## config.mk

```make
export PLATFORM = sky130hd
export DESIGN_NAME = ram8_arbiter_flat
export DESIGN_NICKNAME = d
export VERILOG_FILES = /design/src/rtl/ram8_arb_pkg.sv /design/src/rtl/ram8_arbiter_if.sv /design/src/rtl/rr_pick.sv /design/src/rtl/ram8_arbiter.sv /design/src/flat_wrapper.sv
export SDC_FILE = /design/constraint.sdc
export NUM_CORES = 1
export LEC_CHECK = 0
export CORE_UTILIZATION = 41
export CTS_CLUSTER_SIZE = 20
export DETAILED_ROUTE_END_ITERATION = 8
export PLACE_DENSITY = 0.84
export SLEW_MARGIN = 15
export SYNTH_ARGS = -nofsm -noshare
export SYNTH_HDL_FRONTEND = slang
export SYNTH_SLANG_ARGS = --single-unit
```

## constraint.sdc

```tcl
create_clock -name clk -period 4.3 [get_ports clk]
set_input_delay 0.86 -clock clk [delete_from_list [all_inputs] [get_ports clk]]
set_output_delay 0.86 -clock clk [all_outputs]
set_load 0.05 [all_outputs]
```

## src/rtl/ram8_arb_pkg.sv

```systemverilog
// Shared types, width defaults and the round-robin index helper for the RAM8 arbiter.
package ram8_arb_pkg;

  localparam int unsigned DefDataW = 16;
  localparam int unsigned DefAddrW = 3;

  typedef enum logic [1:0] {
    StIdle   = 2'd0,
    StGrant  = 2'd1,
    StLocked = 2'd2
  } state_e;

  // Requester index visited `offset` steps after `base`, wrapping at n.
  function automatic int unsigned rr_index(int unsigned base, int unsigned offset,
                                           int unsigned n);
    return (base + offset) % n;
  endfunction

endpackage

```

## src/rtl/ram8_arbiter_if.sv

```systemverilog
// Requester-side bus of the RAM8 arbiter: packed per-requester operands, grants and read return.
interface ram8_arbiter_if import ram8_arb_pkg::*; #(
  parameter int unsigned N_REQ  = 4,
  parameter int unsigned DATA_W = DefDataW,
  parameter int unsigned ADDR_W = DefAddrW
);

  logic [N_REQ-1:0]        req;
  logic [N_REQ-1:0]        we;
  logic [N_REQ-1:0]        lock;
  logic [N_REQ*ADDR_W-1:0] addr;
  logic [N_REQ*DATA_W-1:0] wdata;
  logic [N_REQ-1:0]        gnt;
  logic [DATA_W-1:0]       rdata;
  logic [N_REQ-1:0]        rvalid;

  modport master (
    output req, we, lock, addr, wdata,
    input  gnt, rdata, rvalid
  );

  modport slave (
    input  req, we, lock, addr, wdata,
    output gnt, rdata, rvalid
  );

endinterface

```

## src/rtl/rr_pick.sv

```systemverilog
// Combinational round-robin picker: first set request after last_i, wrapping around.
module rr_pick import ram8_arb_pkg::*; #(
  parameter int unsigned N_REQ = 4,
  parameter int unsigned IdxW  = (N_REQ > 1) ? $clog2(N_REQ) : 1
) (
  input  logic [N_REQ-1:0] req_i,
  input  logic [IdxW-1:0]  last_i,
  output logic [N_REQ-1:0] next_o,
  output logic [IdxW-1:0]  next_idx_o,
  output logic             valid_o
);

  logic [IdxW-1:0] idx;

  always_comb begin
    next_o     = '0;
    next_idx_o = '0;
    valid_o    = 1'b0;
    idx        = '0;
    // Offset N_REQ wraps back to last_i itself, so a lone requester can still win.
    for (int unsigned off = 1; off <= N_REQ; off++) begin
      idx = IdxW'(rr_index(32'(last_i), off, N_REQ));
      if (!valid_o && req_i[idx]) begin
        valid_o     = 1'b1;
        next_o[idx] = 1'b1;
        next_idx_o  = idx;
      end
    end
  end

endmodule

```

## src/rtl/ram8_arbiter.sv

```systemverilog
// Round-robin access controller sharing one RAM8 bank between N requesters, with locked bursts.
module ram8_arbiter import ram8_arb_pkg::*; #(
  parameter int unsigned N_REQ    = 4,
  parameter int unsigned DATA_W   = DefDataW,
  parameter int unsigned ADDR_W   = DefAddrW,
  parameter int unsigned MAX_LOCK = 4
) (
  input  logic              clk,
  input  logic              rst_n,
  ram8_arbiter_if.slave     bus,
  output logic              ram_load_o,
  output logic [ADDR_W-1:0] ram_sel_o,
  output logic [DATA_W-1:0] ram_din_o,
  input  logic [DATA_W-1:0] ram_dout_i
);

  localparam int unsigned IdxW = (N_REQ > 1) ? $clog2(N_REQ) : 1;
  localparam int unsigned CntW = (MAX_LOCK > 1) ? $clog2(MAX_LOCK) : 1;
  localparam logic [CntW-1:0] CntMax = CntW'(MAX_LOCK - 1);

  state_e            state_q, state_d;
  logic [N_REQ-1:0]  gnt_q, gnt_d, gnt, req_masked, pick_oh, rvalid_q;
  logic [IdxW-1:0]   owner_q, owner_d, last_owner_q, last_eff, pick_idx;
  logic [CntW-1:0]   lock_cnt_q, lock_cnt_d, cur_cnt;
  logic              pick_valid, grant_eff, owner_we, read_eff, lock_go;
  logic [ADDR_W-1:0] ram_sel_q;
  logic [DATA_W-1:0] ram_din_q, rdata_q;

  always_comb begin
    gnt        = gnt_q & bus.req;
    grant_eff  = |gnt;
    owner_we   = bus.we[owner_q];
    read_eff   = grant_eff & ~owner_we;
    cur_cnt    = (state_q == StLocked) ? lock_cnt_q : '0;
    lock_go    = grant_eff & bus.lock[owner_q] & (cur_cnt < CntMax);
    last_eff   = grant_eff ? owner_q : last_owner_q;
    req_masked = bus.req;
    // The holder sits out one cycle unless it keeps the lock; forced release masks it too.
    if (grant_eff && !lock_go) req_masked[owner_q] = 1'b0;
  end

  rr_pick #(
    .N_REQ (N_REQ),
    .IdxW  (IdxW)
  ) u_rr_pick (
    .req_i      (req_masked),
    .last_i     (last_eff),
    .next_o     (pick_oh),
    .next_idx_o (pick_idx),
    .valid_o    (pick_valid)
  );

  always_comb begin
    state_d    = StIdle;
    gnt_d      = '0;
    owner_d    = owner_q;
    lock_cnt_d = '0;
    if (lock_go) begin
      state_d    = StLocked;
      gnt_d      = gnt_q;
      lock_cnt_d = cur_cnt + 1'b1;
    end else if (pick_valid) begin
      state_d = StGrant;
      gnt_d   = pick_oh;
      owner_d = pick_idx;
    end
  end

  always_ff @(posedge clk or negedge rst_n) begin
    if (!rst_n) begin
      state_q      <= StIdle;
      gnt_q        <= '0;
      owner_q      <= '0;
      last_owner_q <= IdxW'(N_REQ - 1);
      lock_cnt_q   <= '0;
      ram_sel_q    <= '0;
      ram_din_q    <= '0;
      rdata_q      <= '0;
      rvalid_q     <= '0;
    end else begin
      state_q      <= state_d;
      gnt_q        <= gnt_d;
      owner_q      <= owner_d;
      lock_cnt_q   <= lock_cnt_d;
      last_owner_q <= last_eff;
      ram_sel_q    <= ram_sel_o;
      ram_din_q    <= ram_din_o;
      rvalid_q     <= read_eff ? gnt : '0;
      if (read_eff) rdata_q <= ram_dout_i;
    end
  end

  always_comb begin
    ram_load_o = grant_eff & owner_we;
    ram_sel_o  = grant_eff ? bus.addr[owner_q*ADDR_W +: ADDR_W] : ram_sel_q;
    ram_din_o  = grant_eff ? bus.wdata[owner_q*DATA_W +: DATA_W] : ram_din_q;
  end

  assign bus.gnt    = gnt;
  assign bus.rdata  = rdata_q;
  assign bus.rvalid = rvalid_q;

endmodule

```

## src/flat_wrapper.sv

```systemverilog
// flat-port wrapper written by rule: the top's interface ports become plain ports
module ram8_arbiter_flat import ram8_arb_pkg::*;
#(
  parameter int unsigned N_REQ    = 4,
  parameter int unsigned DATA_W   = DefDataW,
  parameter int unsigned ADDR_W   = DefAddrW,
  parameter int unsigned MAX_LOCK = 4
)
  (clk, rst_n, ram_load_o, ram_sel_o, ram_din_o, ram_dout_i, bus_req, bus_we, bus_lock, bus_addr, bus_wdata, bus_gnt, bus_rdata, bus_rvalid);
  ram8_arbiter_if #(.N_REQ(N_REQ), .DATA_W(DATA_W), .ADDR_W(ADDR_W)) bus_i ();
  input  logic clk;
  input  logic rst_n;
  output logic ram_load_o;
  output logic [ADDR_W-1:0] ram_sel_o;
  output logic [DATA_W-1:0] ram_din_o;
  input  logic [DATA_W-1:0] ram_dout_i;
  input wire logic [$bits(bus_i.req)-1:0] bus_req;
  input wire logic [$bits(bus_i.we)-1:0] bus_we;
  input wire logic [$bits(bus_i.lock)-1:0] bus_lock;
  input wire logic [$bits(bus_i.addr)-1:0] bus_addr;
  input wire logic [$bits(bus_i.wdata)-1:0] bus_wdata;
  output wire logic [$bits(bus_i.gnt)-1:0] bus_gnt;
  output wire logic [$bits(bus_i.rdata)-1:0] bus_rdata;
  output wire logic [$bits(bus_i.rvalid)-1:0] bus_rvalid;
  assign bus_i.req = bus_req;
  assign bus_i.we = bus_we;
  assign bus_i.lock = bus_lock;
  assign bus_i.addr = bus_addr;
  assign bus_i.wdata = bus_wdata;
  assign bus_gnt = bus_i.gnt;
  assign bus_rdata = bus_i.rdata;
  assign bus_rvalid = bus_i.rvalid;
  ram8_arbiter #(.N_REQ(N_REQ), .DATA_W(DATA_W), .ADDR_W(ADDR_W), .MAX_LOCK(MAX_LOCK)) u_core (.clk(clk), .rst_n(rst_n), .bus(bus_i), .ram_load_o(ram_load_o), .ram_sel_o(ram_sel_o), .ram_din_o(ram_din_o), .ram_dout_i(ram_dout_i));
endmodule
```

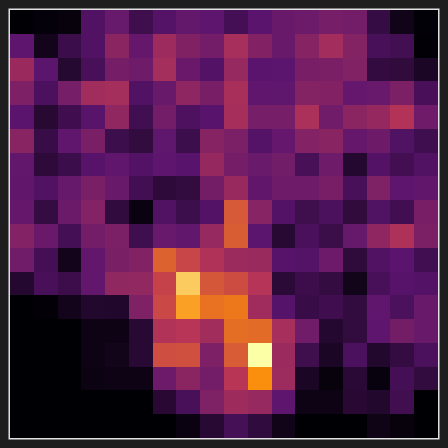
(run_1/metal_density.png)
18 x 18 tiles, from black (low) to pale yellow (high), scaled to the fullest tile. Values are wire area over tile area, all layers added.
fullest tile: 0.76
mean over tiles: 0.19
nearly empty tiles: 11%
Avg WL per Cell: 17.63 um
via count: 2743
GRT Overall Usage: 0.2366
routed wire length: 8.939 mm

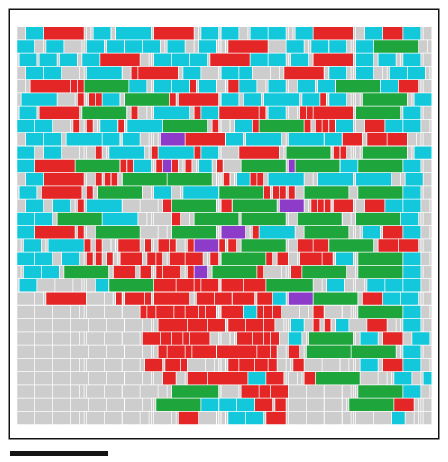
(run_1/placement_by_type.png)
Scale bar: 20 um. Fill, decap, tap and diode cells in gray.
legend:
  red:
    class: combinational and other logic
    cells: 194
    share_of_their_area: 35%
  cyan:
    class: remaining buffers and delay cells
    cells: 158
    share_of_their_area: 37%
  purple:
    class: clock drivers and dummy loads
    cells: 8
    share_of_their_area: 1.8%
  green:
    class: sequential cells
    cells: 51
    share_of_their_area: 27%
Core Area: 6944 um^2
Seq area share: 0.2616

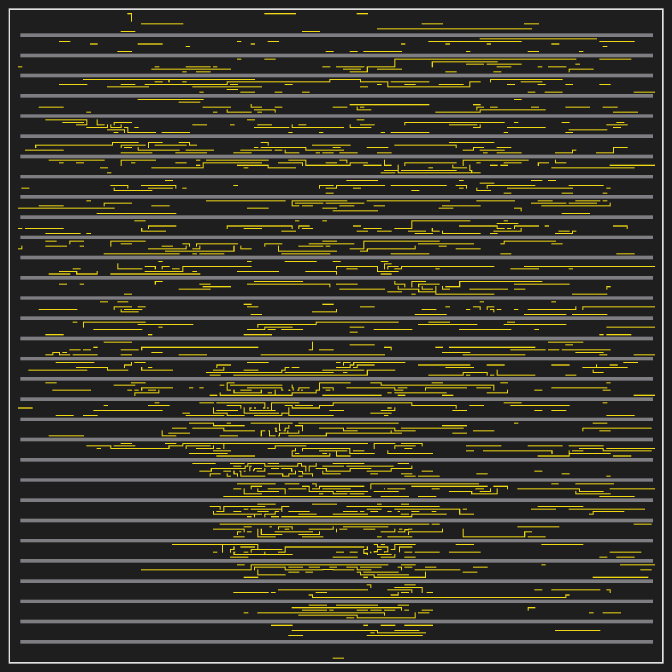
(run_1/layer_met1.png)
Supply wires on this layer in gray.
main direction: horizontal
nets with wire on the layer: 448
met1 Use GR: 0.2728

## run 1: worst paths after layout
kind                                                        from                                to  slack (ps)
worst max-delay path                                  bus_req[2]       u_core.gnt_q[0]$_DFFE_PN0N_         470
worst max register to register     u_core.owner_q[0]$_DFFE_PN0P_       u_core.gnt_q[0]$_DFFE_PN0N_        1210
max in group asynchronous                                  rst_n    u_core.ram_din_q[11]$_DFF_PN0_        3190
min in group asynchronous                                  rst_n     u_core.owner_q[1]$_DFFE_PN0P_         660
worst min register to register  u_core.bus.rdata[15]$_DFFE_PN0P_  u_core.bus.rdata[15]$_DFFE_PN0P_         510
worst min-delay path            u_core.bus.rdata[15]$_DFFE_PN0P_  u_core.bus.rdata[15]$_DFFE_PN0P_         510
## run 1: state kept, by name, summed over array words and instances, names as in the netlist
name / count
u_core.bus.rdata: 16
u_core.lock_cnt_q: 2
u_core.ram_sel_q: 3
u_core.last_owner_q: 2
u_core.bus.rvalid: 4
u_core.ram_din_q: 16
u_core.gnt_q: 4
u_core.state_q: 2
u_core.owner_q: 2
## run 1: cell families (layout without fill, tap and decap cells)
kind of cell               after synthesis  after routing  synth area share
adders and majority gates                9              9           0.03739
muxes                                   53             53            0.2817
and+or+nand+nor                         94             94            0.1367
DFF                                     51             51            0.4246
AOI/OAI and AO/OA                       33             33           0.08932
buffers and inverters                   22            171           0.03033
## run 1: where the power goes
group | switching, mW | total (mW) | internal (mW)
combinational | 1.85 | 3.28 | 1.43
clock | 0.157 | 0.271 | 0.114
sequential | 0.117 | 0.826 | 0.709
total | 2.13 | 4.38 | 2.25
## run 1: layer usage
| metal | wire length, um | vias up | global-route usage |
|---|---|---|---|
| met3 | 606 | 22 | 0.04901 |
| met2 | 4915 | 148 | 0.4376 |
| met5 | 0 | - | 0 |
| met4 | 166 | 0 | 0.07452 |
| li1 | - | 1248 | - |
| met1 | 3251 | 1325 | 0.2728 |
## run 1: cell usage in the layout, fill, tap and decap left out, types with 2 or more instances in the layout
master             n
a22o_1             2
a221o_1            2
a21oi_1            7
nand2_1           70
clkdlybuf4s50_1  128
inv_1              5
nor2_1             3
dfrtp_1           49
clkbuf_8           5
and3b_1            2
buf_12            19
and2_1             7
a22oi_1            2
ha_1               9
mux2i_1            8
a31oi_1            5
dfstp_2            2
mux2_2            21
mux4_2            23
nor2b_1            5
a222oi_1           4
buf_4             10
## run 1: critical path, cell delays in order
cell	delay [ps]
clkdlybuf4s50_1	660
a22o_1	300
nor2_2	90
a21oi_1	190
inv_1	130
ha_1	440
mux2i_1	170
mux2i_2	410
nor2_1	190
a222oi_1	420
a31oi_1	150
## run 1: area by class of cell
type                       instances  area, um^2
fill                             488        2056
timing repair buffer             158        1742
multi-input combinational        189        1644
sequential                        51        1279
tap                               96       120.1
clock buffer                       6       72.57
inverter                           5       18.77
clock inverter                     2       12.51
==> reports/qor.csv, run 1 <==
metric,value,unit
status,finished clean,
Hold Crit Class,flip-flop to flip-flop,
Inst Count DP,499,
"EDFF count, synth",0,
P&R area growth vs syn,62.32,%
tool warning count,33,
Die ar.,7692,um^2
register area share after synthesis,0.4246,
Cell area leaders,"dfrtp_1, mux4_2, nand2_1",
postcts setup bufs,0,
final hold slack,510.7,ps
largest net degree at the start of global routing,52,
floorplan utilization,0.4337,
HPWL after DPL,7.169,mm
Slew HR,0.5697,
sum of negative setup slack,0,ps
antenna diode count,0,
worst slew pin tran,645.5,ps
Peak VDD IR,428.2,uV
asr flop ratio synth,1.000,
Unique cell types,40,
power per cell area,895.4,nW/um^2
Vias per Instance,5.410,
share of layout cells above drive strength 1,0.2190,
Reg2Reg Depth,10,
Finished Layout Cells,507,
setup ws final,472.2,ps
GP Congestion,0.9572,
grt ovf,0,
Overall Power,4.377,mW
final setup vio count,0,
antenna violations before repair,0,
RSZ-0062 raised after global routing,false,
Final min period,3828,ps
hold path cells,1,
clock-pin slew on the worst setup and hold paths,90,ps
hold buffers post-CTS,0,
clock root cell,clkbuf_8,
number of max-cap violations,0,
Max-area cell share,0.4071,
most frequent cell after synthesis,nand2_1,
Mapped Area,3012,um^2
yosys cell count,262,
critical path peak fanout,10,
syn_area_per_cell,11.49,um^2
vias in the first global route,2851,
Worst Skew,9.288,ps
Max Transition Viols Final,0,
die width,87.71,um
1st-iter DRT viols,162,
final tally of hold violations,0,
Ys Warns,0,
Core Rows,30,
"Arr. time, crit path",4000,ps
IO Count,150,
Syn Nets,377,
YS chip area,3012,um^2
Synthesized registers,51,
final instance area,4888,um^2
CTS tree,built,
ANT nets after route,0,
Synth Flop Type,dfrtp_1,
first-pass GRT wire length,13.81,mm
Post-DP Area,4803,um^2
post_cts resized,0,
Final period util,0.8902,
Port Buf Inserts,149,
"area leader, netlist",dfrtp_1,
Late-Pin Clk Latency,300,ps
CP Capture Type,flip-flop,
Startpoint Class,primary input,
post-place setup slack,275.0,ps
Leak,2.094,nW
CTS HTree Levels,2,
clk sinks,51,
total CTS buffers,5,
Max clock buf depth,2,
Max Fclk,0.2612,GHz
Remaining DRCs,0,
Synth Instances,262,
crit path DRT,4470,ps
Detailed Routing Iterations Pass 1,4,
top cells by count,"nand2_1, dfrtp_1, mux4_2",
Final #Nets,525,
critical path type,primary input to flip-flop,
Die Height,87.71,um
Final Util,0.7040,
==> inputs of run 2 (changes only) <==
--- a/config.mk
+++ b/config.mk
@@ -5,9 +5,11 @@
 export SDC_FILE = /design/constraint.sdc
 export NUM_CORES = 1
 export LEC_CHECK = 0
+export CORE_MARGIN = 1
 export CORE_UTILIZATION = 41
 export CTS_CLUSTER_SIZE = 20
 export DETAILED_ROUTE_END_ITERATION = 8
+export HOLD_SLACK_MARGIN = 0.02
 export PLACE_DENSITY = 0.84
 export SLEW_MARGIN = 15
 export SYNTH_ARGS = -nofsm -noshare
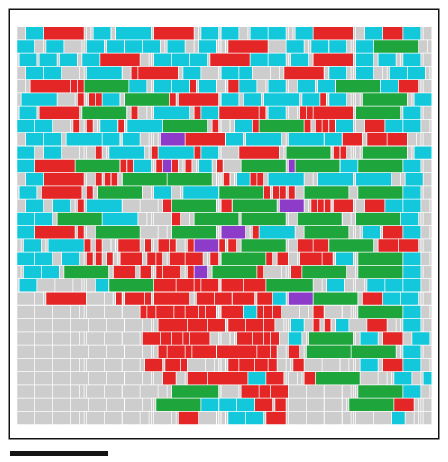
(run_2/placement_by_type.png)
Scale bar: 20 um. Fill, decap, tap and diode cells in gray.
legend:
  green:
    class: sequential cells
    cells: 51
    share_of_their_area: 27%
  cyan:
    class: remaining buffers and delay cells
    cells: 158
    share_of_their_area: 37%
  red:
    class: combinational and other logic
    cells: 194
    share_of_their_area: 35%
  purple:
    class: clock drivers and dummy loads
    cells: 8
    share_of_their_area: 1.8%
final instance area: 4888 um^2
Final Util: 0.7040

==> run 2 against run 1 <==
  * Via count did not move
  * Non-clock buffer count unchanged
  * Combinational power hardly changed
  * First-iteration DRC count is the same
  * Critical endpoint unchanged
  * Synthesized cell count unchanged
  * Clock skew unchanged
  * Utilization stayed put
==> reports/qor.csv, run 2 <==
metric,value,unit,change
status,finished clean,,
crit path to,u_core.gnt_q[0]$_DFFE_PN0N_,,
internal reg-to-reg setup slack,1210,ps,about the same
combinational group share of total power,0.749,,about the same
Synth Flop Type,dfrtp_1,,
floorplan utilization,0.4337,,unchanged
Worst Skew,9.288,ps,unchanged
Hold Crit Class,flip-flop to flip-flop,,
Late-Pin Clk Latency,300,ps,about the same
ANT nets after route,0,,unchanged
top cells by count,"nand2_1, dfrtp_1, mux4_2",,
number of max-cap violations,0,,unchanged
"Arr. time, crit path",4000,ps,about the same
Core Area,6944,um^2,unchanged
clock-pin slew on the worst setup and hold paths,90,ps,about the same
clock root cell,clkbuf_8,,
clk sinks,51,,unchanged
critical path type,primary input to flip-flop,,
worst hold start,u_core.bus.rdata[15]$_DFFE_PN0P_,,
CTS tree,built,,
CP Capture Type,flip-flop,,
final tally of hold violations,0,,unchanged
worst slew pin tran,645.5,ps,unchanged
Final #Nets,525,,unchanged
Synthesized registers,51,,unchanged
Avg WL per Cell,17.63,um,unchanged
final setup vio count,0,,unchanged
postcts setup bufs,0,,unchanged
GRT Overall Usage,0.2366,,unchanged
Syn Nets,377,,unchanged
critical path peak fanout,10,,unchanged
Max Transition Viols Final,0,,unchanged
Cell area leaders,"dfrtp_1, mux4_2, nand2_1",,
Reg2Reg Depth,10,,unchanged
Port Buf Inserts,149,,unchanged
post_cts resized,0,,unchanged
routed wire length,8.939,mm,unchanged
hold buffers post-CTS,0,,unchanged
GP Congestion,0.9572,,unchanged
Die ar.,7692,um^2,unchanged
YS chip area,3012,um^2,unchanged
capturing point of the worst reg2reg path,u_core.gnt_q[0]$_DFFE_PN0N_,,
Final period util,0.8902,,unchanged
Slew HR,0.5697,,unchanged
via count,2743,,unchanged
antenna violations before repair,0,,unchanged
"EDFF count, synth",0,,unchanged
Top cell excl fill/tap,clkdlybuf4s50_1,,
register area share after synthesis,0.4246,,unchanged
grt ovf,0,,unchanged
Max Fclk,0.2612,GHz,unchanged
area fraction in xor and xnor cells,0,,unchanged
1st-iter DRT viols,162,,unchanged
Remaining DRCs,0,,unchanged
total CTS buffers,5,,unchanged
P&R area growth vs syn,62.32,%,unchanged
Vias per Instance,5.410,,unchanged
Max clock buf depth,2,,unchanged
die width,87.71,um,unchanged
Reg power frac,0.189,,about the same
final hold slack,510.7,ps,unchanged
antenna diode count,0,,unchanged
most frequent cell after synthesis,nand2_1,,
Basic Gates by Area,0.1367,,unchanged
CTS HTree Levels,2,,unchanged
Leak,2.094,nW,unchanged
sum of negative setup slack,0,ps,unchanged
Core Rows,30,,unchanged
Max-area cell share,0.4071,,unchanged
vias in the first global route,2851,,unchanged
most numerous logic cells after layout,"clkdlybuf4s50_1, nand2_1, dfrtp_1",,
Unique cell types,40,,unchanged
first-pass GRT wire length,13.81,mm,unchanged
IO Count,150,,unchanged
yosys cell count,262,,unchanged
RSZ-0062 raised after global routing,false,,
clock power share,0.062,,about the same
tool warning count,33,,unchanged
share of layout cells above drive strength 1,0.2190,,unchanged
r2r startpoint,u_core.owner_q[0]$_DFFE_PN0P_,,
area fraction in compound gates,0.08932,,unchanged
HPWL after DPL,7.169,mm,unchanged
power per cell area,895.4,nW/um^2,unchanged
largest net degree at the start of global routing,52,,unchanged
Mapped Area,3012,um^2,unchanged
crit path DRT,4470,ps,about the same
main logic family after synthesis,multiplexers,,
Pint,2.249,mW,unchanged
syn_area_per_cell,11.49,um^2,unchanged
Peak VDD IR,428.2,uV,unchanged
"area leader, netlist",dfrtp_1,,
Die Height,87.71,um,unchanged
Ys Warns,0,,unchanged
Synth Instances,262,,unchanged
Net Sw Frac,0.4862,,unchanged
asr flop ratio synth,1.000,,unchanged
Sw Pwr,2.128,mW,unchanged
Startpoint Class,primary input,,
CP Launch Point,bus_req[2],,
Final min period,3828,ps,unchanged
Mux area share,0.2817,,unchanged
"Adder Share, Synth",0.03739,,unchanged
Detailed Routing Iterations Pass 1,4,,unchanged
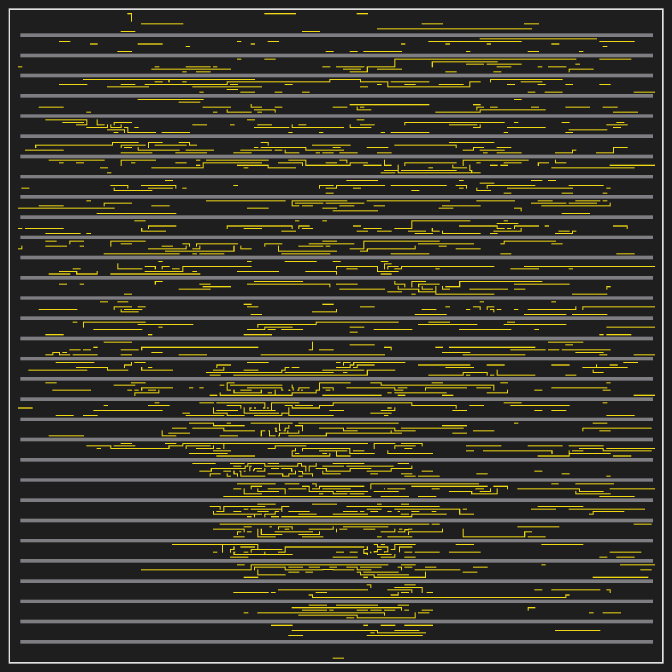
(run_2/layer_met1.png)
Supply wires on this layer in gray.
wire length on this layer: 3250 um
share of all routed wire: 36%

[run 2: cell families after synthesis]
family                     after synthesis
and+or+nand+nor                         94
muxes                                   53
DFF                                     51
AOI/OAI and AO/OA                       33
buffers and inverters                   22
adders and majority gates                9
[run 2: area by class of cell]
class	instances	area [um^2]
Clock buffer	6	72.57
Clock inverter	2	12.51
Fill cell	488	2056
Inverter	5	18.77
Multi-Input combinational cell	189	1644
Sequential cell	51	1279
Tap cell	96	120.1
Timing Repair Buffer	158	1742
[run 2: worst min-delay path by stage]
| stage | end | cells after the start |
|---|---|---|
| global placement | u_core.bus.rdata[14]$_DFFE_PN0P_ | 1 |
| floorplan | u_core.gnt_q[1]$_DFFE_PN0N_ | 2 |
| global route | u_core.bus.rdata[14]$_DFFE_PN0P_ | 1 |
| finish | u_core.bus.rdata[15]$_DFFE_PN0P_ | 1 |
| CTS | u_core.bus.rdata[15]$_DFFE_PN0P_ | 1 |
| detailed placement | u_core.bus.rdata[15]$_DFFE_PN0P_ | 1 |
[run 2: power groups by stage]
stage	Combinational (mW)	Sequential [mW]	Clock (mW)
2_1_floorplan	1.76	1.09	0
3_3_place_gp	3.23	0.818	0
3_5_place_dp	3.28	0.835	0
4_1_cts	3.29	0.825	0.276
5_1_grt	3.47	0.846	0.299
6_report	3.28	0.826	0.271
[run 2: worst max-delay path, stage by stage]
cell and delay [ps]:
clkdlybuf4s50_1 660, a22o_1 300, nor2_2 90, a21oi_1 190, inv_1 130, ha_1 440, mux2i_1 170, mux2i_2 410
nor2_1 190, a222oi_1 420, a31oi_1 150
[run 2: metal layers]
metal,vias up,wire length [um],global-route usage,share of wire
met5,-,0,0,0
met4,0,166,0.07452,0.019
met3,22,606,0.04901,0.068
met2,148,4915,0.4376,0.55
met1,1325,3251,0.2728,0.36
li1,1248,-,-,-
[run 2: per-stage QoR]
step	instances	total power [mW]	utilization	setup WS [ps]	area [um^2]
global route	507	4.612	0.7040	244.7	4888
global placement	499	4.045	0.6917	498.4	4803
finish	507	4.377	0.7040	472.2	4888
detailed placement	499	4.114	0.6917	275.0	4803
floorplan	262	2.849	-	564.2	3012
CTS	507	4.393	0.7040	536.2	4888
==> run_2/metal_density.png <==
18 x 18 tiles, from black (low) to pale yellow (high), scaled to the fullest tile. Values are wire area over tile area, all layers added.
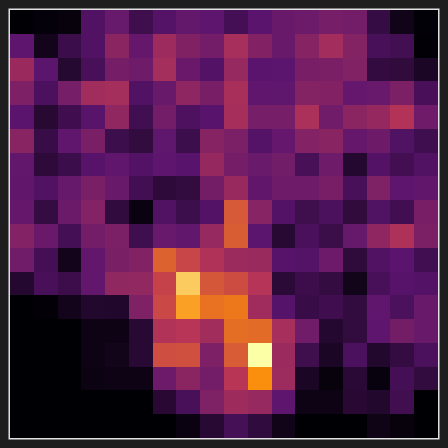

==> inputs of run 3 (changes only) <==
--- a/config.mk
+++ b/config.mk
@@ -9,6 +9,7 @@
 export CORE_UTILIZATION = 41
 export CTS_CLUSTER_SIZE = 20
 export DETAILED_ROUTE_END_ITERATION = 8
+export GPL_ROUTABILITY_DRIVEN = 0
 export HOLD_SLACK_MARGIN = 0.02
 export PLACE_DENSITY = 0.84
 export SLEW_MARGIN = 15
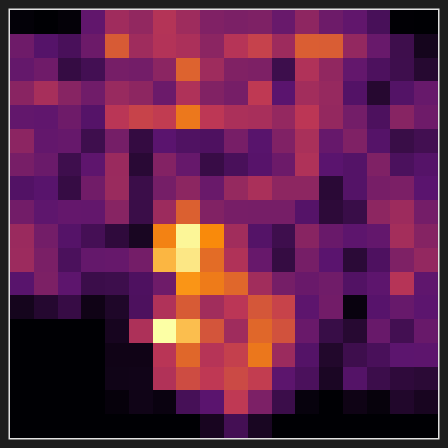
(run_3/metal_density.png)
18 x 18 tiles, from black (low) to pale yellow (high), scaled to the fullest tile. Values are wire area over tile area, all layers added.
emptiest ninth of the die: lower left
mean over tiles: 0.19
nearly empty tiles: 12%
tiles over half the peak: 11%
fullest tile: 0.66
routed wire length: 9.032 mm
via count: 2712

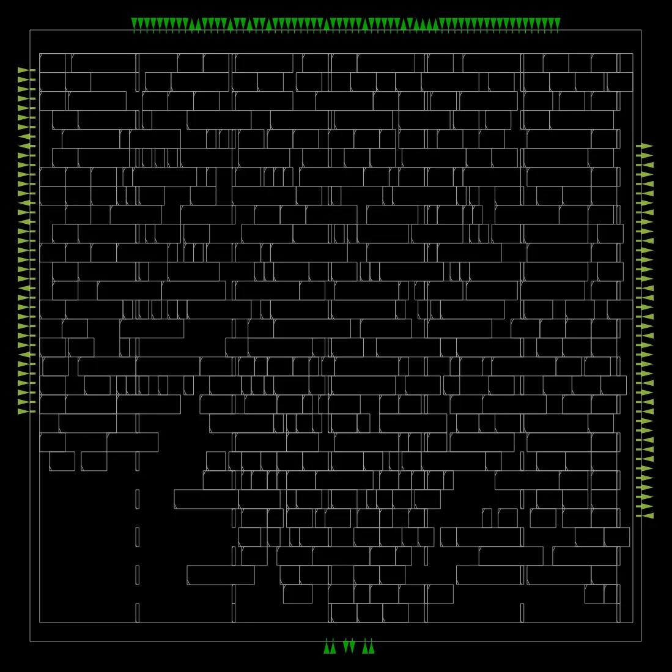
(run_3/placement.png)
Seq area share: 0.2595
Finished Layout Cells: 506
Final Util: 0.7097
Core Rows: 30
layout filler cell count: 462

==> run 3 against run 2 <==
  * Clock-buffer cell count unchanged
  * Non-clock buffer count down 1
  * Sequential share of layout area is 0.21 points lower
  * Cell count is 0.20% lower
  * Die size unchanged
  * Hold slack better by 4.5 ps
  * Critical path type unchanged
  * Highest routed layer unchanged
==> reports/qor.csv, run 3 <==
metric,value,unit,change
top cells by count,"nand2_1, dfrtp_1, mux4_2",,
Vias per Instance,5.360,,-0.93%
largest net degree at the start of global routing,52,,unchanged
most frequent cell after synthesis,nand2_1,,
die width,87.71,um,unchanged
YS chip area,3012,um^2,unchanged
P&R area growth vs syn,63.65,%,
Max Transition Viols Final,0,,unchanged
"area leader, netlist",dfrtp_1,,
area fraction in compound gates,0.08932,,unchanged
Hold Crit Class,flip-flop to flip-flop,,
critical path cell sequence,clkdlybuf4s50_1 -> a22o_1 -> nor2_2 -> a21oi_1 -> inv_1 -> ha_1 -> mux2i_1 -> mux2i_2 -> nor2_1 -> a222oi_1 -> a31oi_1,,
IO Count,150,,unchanged
critical path type,primary input to flip-flop,,
Slew HR,0.5684,,-0.001270
clock-pin slew on the worst setup and hold paths,90,ps,about the same
CTS tree,built,,
HPWL after DPL,7.142,mm,-0.38%
antenna diode count,0,,unchanged
number of max-cap violations,0,,unchanged
first-pass GRT wire length,13.92,mm,+0.85%
crit path DRT,4480,ps,about the same
power per cell area,912.4,nW/um^2,+1.9%
status,finished clean,,
share of layout cells above drive strength 1,0.2171,,-0.001905
Max-area cell share,0.4071,,unchanged
Mapped Area,3012,um^2,unchanged
Remaining DRCs,0,,unchanged
Cell area leaders,"dfrtp_1, mux4_2, nand2_1",,
Peak VDD IR,537.6,uV,+26%
Leak,2.113,nW,+0.94%
capturing point of the worst reg2reg path,u_core.gnt_q[2]$_DFFE_PN0N_,,
Reg2Reg Depth,10,,unchanged
main logic family after synthesis,multiplexers,,
Max Fclk,0.2671,GHz,+2.2%
post_cts resized,0,,unchanged
area fraction in xor and xnor cells,0,,unchanged
total CTS buffers,5,,unchanged
final tally of hold violations,0,,unchanged
yosys cell count,262,,unchanged
Worst Skew,5.497,ps,-3.791 ps
1st-iter DRT viols,216,,+33%
syn_area_per_cell,11.49,um^2,unchanged
Final #Nets,524,,-0.19%
Basic Gates by Area,0.1367,,unchanged
Startpoint Class,primary input,,
Final period util,0.8708,,-0.01938
Synthesized registers,51,,unchanged
Die Height,87.71,um,unchanged
setup ws final,555.5,ps,+83.34 ps
ANT nets after route,0,,unchanged
tool warning count,33,,unchanged
Ys Warns,0,,unchanged
Mux area share,0.2817,,unchanged
Top cell excl fill/tap,clkdlybuf4s50_1,,
postcts setup bufs,0,,unchanged
register area share after synthesis,0.4246,,unchanged
Max clock buf depth,2,,unchanged
"slowest stage cell, crit path",clkdlybuf4s50_1,,
clk sinks,51,,unchanged
Avg WL per Cell,17.85,um,+1.2%
vias in the first global route,2843,,-0.28%
Unique cell types,40,,unchanged
asr flop ratio synth,1.000,,unchanged
"Adder Share, Synth",0.03739,,unchanged
Detailed Routing Iterations Pass 1,5,,+1
sum of negative setup slack,0,ps,unchanged
Synth Instances,262,,unchanged
"Arr. time, crit path",3920,ps,-80 ps
post-place setup slack,287.3,ps,+12.27 ps
critical path peak fanout,10,,unchanged
GRT Overall Usage,0.2368,,about the same
"EDFF count, synth",0,,unchanged
clock root cell,clkbuf_8,,
Final min period,3744,ps,-83.34 ps
Syn Nets,377,,unchanged
most numerous logic cells after layout,"clkdlybuf4s50_1, nand2_1, dfrtp_1",,
Synth Flop Type,dfrtp_1,,
Late-Pin Clk Latency,300,ps,about the same
grt ovf,0,,unchanged
Hold EP,u_core.bus.rdata[15]$_DFFE_PN0P_,,
worst hold start,u_core.bus.rdata[15]$_DFFE_PN0P_,,
Port Buf Inserts,149,,unchanged
CP Capture Type,flip-flop,,
CTS HTree Levels,2,,unchanged
final setup vio count,0,,unchanged
hold path cells,1,,unchanged
hold buffers post-CTS,0,,unchanged
r2r startpoint,u_core.gnt_q[0]$_DFFE_PN0N_,,
internal reg-to-reg setup slack,1320,ps,+110 ps
Die ar.,7692,um^2,unchanged
Worst path max stage delay,660,ps,about the same
worst slew pin tran,647.4,ps,+1.906 ps
RSZ-0062 raised after global routing,false,,
-- run 3: cell types whose count changed in the layout (fill, tap and decap cells not counted) --
cell	previous run	this run
bufinv_16	0	2
clkinvlp_4	1	0
buf_4	10	9
clkinv_2	1	0
-- run 3: cell type report --
cell class                 instances  area, um^2
sequential                        51        1279
tap                               96       120.1
multi-input combinational        189        1644
fill                             462        2016
clock buffer                       6       72.57
timing repair buffer             157        1734
clock inverter                     2       60.06
inverter                           5       18.77
-- run 3: logic make-up after synthesis --
logic type,Yosys count
and+or+nand+nor,94
AOI/OAI and AO/OA,33
buffers and inverters,22
DFF,51
adders and majority gates,9
muxes,53
-- run 3: how the worst max path moves through the flow --
stage | from | end | slack (ps) | cells past startpoint
CTS | bus_req[2] | u_core.gnt_q[2]$_DFFE_PN0N_ | 600 | 11
global route | bus_req[2] | u_core.gnt_q[0]$_DFFE_PN0N_ | 380 | 11
global placement | bus_req[2] | u_core.gnt_q[1]$_DFFE_PN0N_ | 500 | 11
finish | bus_req[2] | u_core.gnt_q[2]$_DFFE_PN0N_ | 560 | 11
detailed placement | bus_req[2] | u_core.gnt_q[2]$_DFFE_PN0N_ | 290 | 11
floorplan | bus_req[2] | u_core.gnt_q[0]$_DFFE_PN0N_ | 560 | 12
-- run 3: layer usage --
layer | track usage | vias to the layer above | wire (um)
met2 | 0.4397 | 133 | 4974
met3 | 0.05278 | 14 | 652
met5 | 0 | - | 0
met1 | 0.2748 | 1323 | 3270
met4 | 0.05961 | 0 | 133
li1 | - | 1242 | -
-- run 3: through the flow --
step	hold slack [ps]	util	cell area (um^2)	std cells	total power [mW]
6_report	515.1	0.7097	4928	506	4.497
2_1_floorplan	548.5	-	3012	262	2.849
3_5_place_dp	496.9	0.6906	4796	498	4.111
3_3_place_gp	487.6	0.6906	4796	498	4.032
4_1_cts	516.8	0.7097	4928	506	4.506
5_1_grt	535.3	0.7097	4928	506	4.716
-- run 3: power breakdown --
| group | internal (mW) | total, mW | switching, mW |
|---|---|---|---|
| clock network | 0.233 | 0.388 | 0.155 |
| registers | 0.709 | 0.821 | 0.112 |
| logic | 1.42 | 3.29 | 1.87 |
-- run 3: critical path: cells and delay by family --
family                   cells  cell delay (ps)
AND/OR/NAND/NOR              2              280
multiplexers                 2              580
AND-OR/OR-AND                4              940
adder cells (fa/ha/maj)      1              440
buffers and inverters        2              810
Power figures rest on the tool's default switching activity, not on a simulated workload.
